Figure 1. Clock nets.
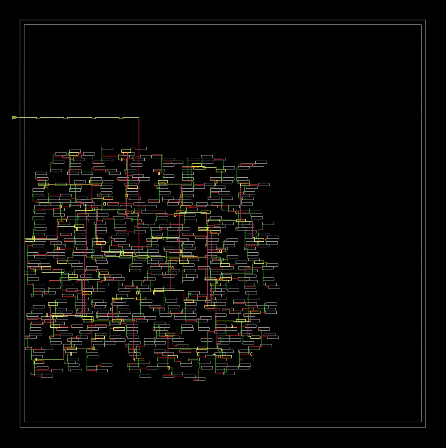
Figure 2. Metal 4.
Bar = 100 um. Cells faint in the background.
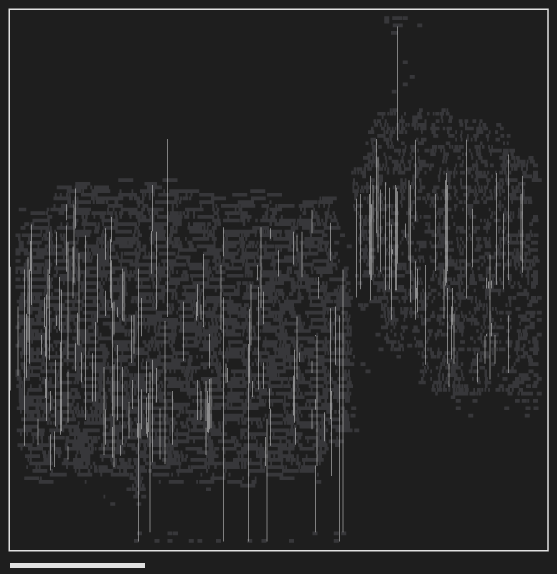
Figure 3. Sizing map.
Bar = 100 um.
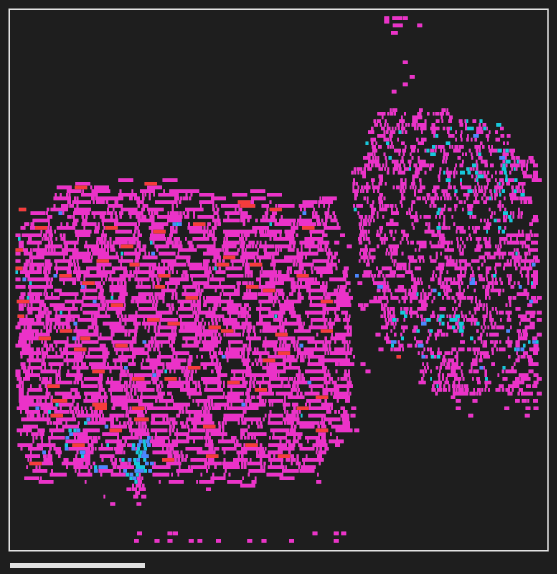
Figure 4. Signal wires by layer.
Two of the layers only.
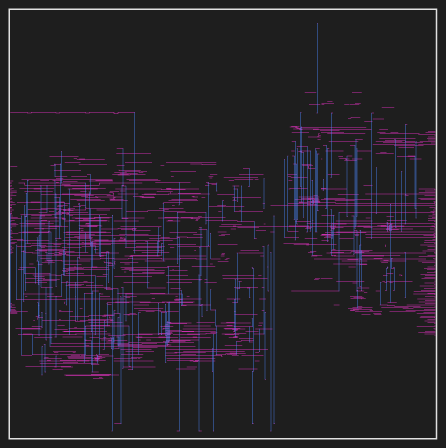
--- config.mk ---
export PLATFORM = sky130hd
export DESIGN_NAME = alu_regfile
export DESIGN_NICKNAME = d
export VERILOG_FILES = /design/src/rtl/alu_regfile.sv
export SDC_FILE = /design/constraint.sdc
export NUM_CORES = 1
export LEC_CHECK = 0
export ABC_AREA = 1
export CAP_MARGIN = 20
export CORE_AREA = 4 4 393 395
export DETAILED_ROUTE_END_ITERATION = 10
export DIE_AREA = 0 0 397 399
export MAX_ROUTING_LAYER = met4
export SYNTH_ARGS = -nofsm -noshare
export SYNTH_HDL_FRONTEND = slang
export SYNTH_SLANG_ARGS = --single-unit
--- constraint.sdc ---
create_clock -name clk -period 16.4 [get_ports clk]
set_input_delay 4.1 -clock clk [delete_from_list [all_inputs] [get_ports clk]]
set_output_delay 4.1 -clock clk [all_outputs]
set_load 0.02 [all_outputs]
--- src/rtl/alu_regfile.sv ---
// alu_regfile: 16-entry register file plus combinational shift/add/sub/and ALU; define ALU_REGFILE_BYPASS_EN for write-through reads
module alu_regfile #(
   parameter int DATA_W = 32,
   parameter int ADDR_W = 4
) (
   input  logic              clk,
   input  logic              reset,
   input  logic [ADDR_W-1:0] addrA,
   input  logic [ADDR_W-1:0] addrB,
   input  logic [ADDR_W-1:0] addrW,
   input  logic [DATA_W-1:0] dataIn,
   input  logic              WE,
   output logic [DATA_W-1:0] A,
   output logic [DATA_W-1:0] B,
   input  logic [DATA_W-1:0] a,
   input  logic [DATA_W-1:0] b,
   input  logic [1:0]        op,
   input  logic [3:0]        shift,
   output logic [DATA_W-1:0] out,
   output logic              zero,
   output logic              negative
);
   logic [DATA_W-1:0] regs [2**ADDR_W];
   logic [DATA_W-1:0] bs;
   always_ff @(posedge clk)
      if (reset) for (int i = 0; i < 2**ADDR_W; i++) regs[i] <= '0;
      else if (WE) regs[addrW] <= dataIn;
`ifdef ALU_REGFILE_BYPASS_EN
   logic wrLive;
   assign wrLive = WE && !reset;
   assign A = (wrLive && addrA == addrW) ? dataIn : regs[addrA];
   assign B = (wrLive && addrB == addrW) ? dataIn : regs[addrB];
`else
   assign A = regs[addrA];
   assign B = regs[addrB];
`endif
   always_comb begin
      bs  = b << shift;
      out = op == 2'b00 ? a + bs :
            op == 2'b01 ? a - bs :
            op == 2'b10 ? a & bs : a >> shift;
   end
   assign zero     = out == '0;
   assign negative = out[DATA_W-1];
endmodule

==> impl_metrics.ini <==
; physical design summary
[sta]
min_period_over_period = 0.8434
finalHoldViolCount = 0
worst_pin_slew_ns = 1.192
hold_ws_ns = 4.440
rsz0062_at_grt = no
min_period_ns = 13.83
fin_setup_tns_ns = 0
report.final.slew_viol_count = 0
slew_headroom = 0.2053
setup-violations-final = 0
fmax_mhz = 72.30

[clocking]
cts_tree = built
postCtsSetupBuffers = 0
root_buffer = clkbuf_16
htree_num_levels = 2
post_cts_resized = 0
clockBufferDepth = 3
holdBufCountCts = 0
clkTransAtPathRegs_ns = 0.06

[critical_path]
cp-start-kind = input port
path_cells = buf_2 > buf_4 > inv_6 > nand2_1 > nand2_1 > inv_1 > nand2_1 > o21ai_0 > o21ai_0 > o21ai_0 > ha_1 > nand2_1 > nor2_1 > nand2_1 > a21oi_1 > o21ai_1 > nand3_1 > nand2_1 > nor2_1 > nand3_1 > nor2_1 > nand4_1 > nor2_1 > clkdlybuf4s50_1
path_max_fanout = 61
cpMaxStageDelayCell = clkdlybuf4s50_1
cp_common_cell = nand2_1
worstPathRequired_ns = 12.30
crit_buf_inv = 5
path_depth = 24
endpoint = zero
arrival_ns = 9.73
cpPeakStageDelay_ns = 0.66
endpoint_kind = primary output
startpoint = shift[0]
cp_top_family = simple AND/OR/NAND/NOR gates

[power_and_ir_drop]
power.share.clock = 0.325
power_leakage_uw = 0.01719
seqPwrFrac = 0.411
p_comb_uw = 991
p_clk_uw = 1220
power_density_nw_per_um2 = 90.45
vdd_drop_max_v = 0.00009656
p_int_uw = 2497
swShare = 0.3341
seq_cell_power_uw = 1540
p_comb_frac = 0.264
power.total_uw = 3750
p_switching_uw = 1253
maxPowerGroup = registers

[synthesis]
ff_type = edfxtp_1
synth_top_area_share = 0.4265
adder_share = 0.02715
ys.flops = 512
ys_cells = 4962
synthTopCellsByCount = 1026 x nand2_1, 670 x nor2_1, 554 x inv_1
synth_nets = 5156
edf_count = 512
aoi_share = 0.1780
simple_gate_share = 0.2625
netlist_instances = 4962
ys_warn_count = 0
synth-seq-area-share = 0.4265
ys_top_logic_family = simple AND/OR/NAND/NOR gates
top_cells_by_area = edfxtp_1 43%, nand2_1 11%, nor2_1 7.0%
synth_area_um2 = 36040
yosys.area.top_type = edfxtp_1
synth_cell_types = 53
xor_share = 0.0009720
ys_sh_mux = 0.001111
async_reset_ff_frac = 0
syn_avg_cell_area_um2 = 7.264
top_cell = nand2_1
ys_area_um2 = 36040

[final_layout]
comb_cells = 3504
seq_area_um2 = 15370
buffers_excl_clock = 273
post_layout_nonfiller_instances = 7003
final_cell_mix = 994 x nand2_1, 669 x nor2_1, 554 x inv_1, 512 x edfxtp_1, 458 x o21ai_0
comb_share = 0.4109
nonClockInverterCount = 582
fillCellCount = 16510
area_growth_pct = 15.01
dominant_cells = multi-input combinational cells
top_regs = regs (512)
sh_seq_area = 0.3709
postLayoutCoreUtil = 0.2742
final_nets = 5123
drive_above_1_share = 0.05575
bufAreaShareNonClock = 0.06290
final-comb-area_um2 = 17030
antenna_cells = 4
clkbuf_count = 70
clk_share = 0.04096
lay_top_count = nand2_1

[global_routing]
grt_max_degree = 255
grt-ovfl-total = 0
gr-usage-met2 = 0.3092
antenna_found_initial = 6
grt_busiest_layer = met2
grt_pass1_wl_mm = 223.2
first_global_vias = 33410
use_met3 = 0.03093
grt_use_met1 = 0.2382

[hold_path]
worstHoldStart = dataIn[1]
min_path_cells = 3
hold_class = input port to register
min_to = regs[14][1]

[routing]
met2_length_mm = 71.01
viasPerCell = 5.105
drtIter0Drc = 4658
m1WireLength_mm = 61.35
top_layer = met4
antenna_left = 0
wl_met3_mm = 14.60
drc = 0
detail_route.first_pass.iterations = 6

[placed_design]
placed_cells = 6901
place_ws_ns = 2.646
gp_congestion = 1.008
place_area_um2 = 39750
port_buffers = 214
dp.final_hpwl_mm = 97.87

[floorplan]
pin_count = 215
fp-row-count = 143
die_w_um = 397
core_um2 = 151200
n_tap_cell = 2030
die_height_um = 399
die_area_um2 = 158400
initCoreUtil = 0.2384

[run]
warning_count = 83
maxCapViolations = 0

[outcome]
status = finished, final reports clean
About Figure 1:
CTS sink cnt: 512
Num CTS Buffers: 56
flop count: 512

About Figure 2:
nets with wire on the layer	118
main direction	vertical
share of all routed wire	5.6%
wire length on this layer	8730 um
longest straight run	201 um
DR vias: 35750
final wirelength: 155.7 mm

About Figure 3:
size	color	cells	share
_6 and larger	red	69	1.4%
_3 and _4 cells	blue	68	1.4%
_2 cells	cyan	140	2.8%
_0 and _1 cells	magenta	4692	94%
fin area: 41450 um2
PnR worst setup slack: 2.568 ns

About Figure 4:
layer	color	wire length
metal 4	blue	8730 um
metal 3	magenta	14600 um
All-Layer GR Usage: 0.1936
DR WL/cell: 22.23 um

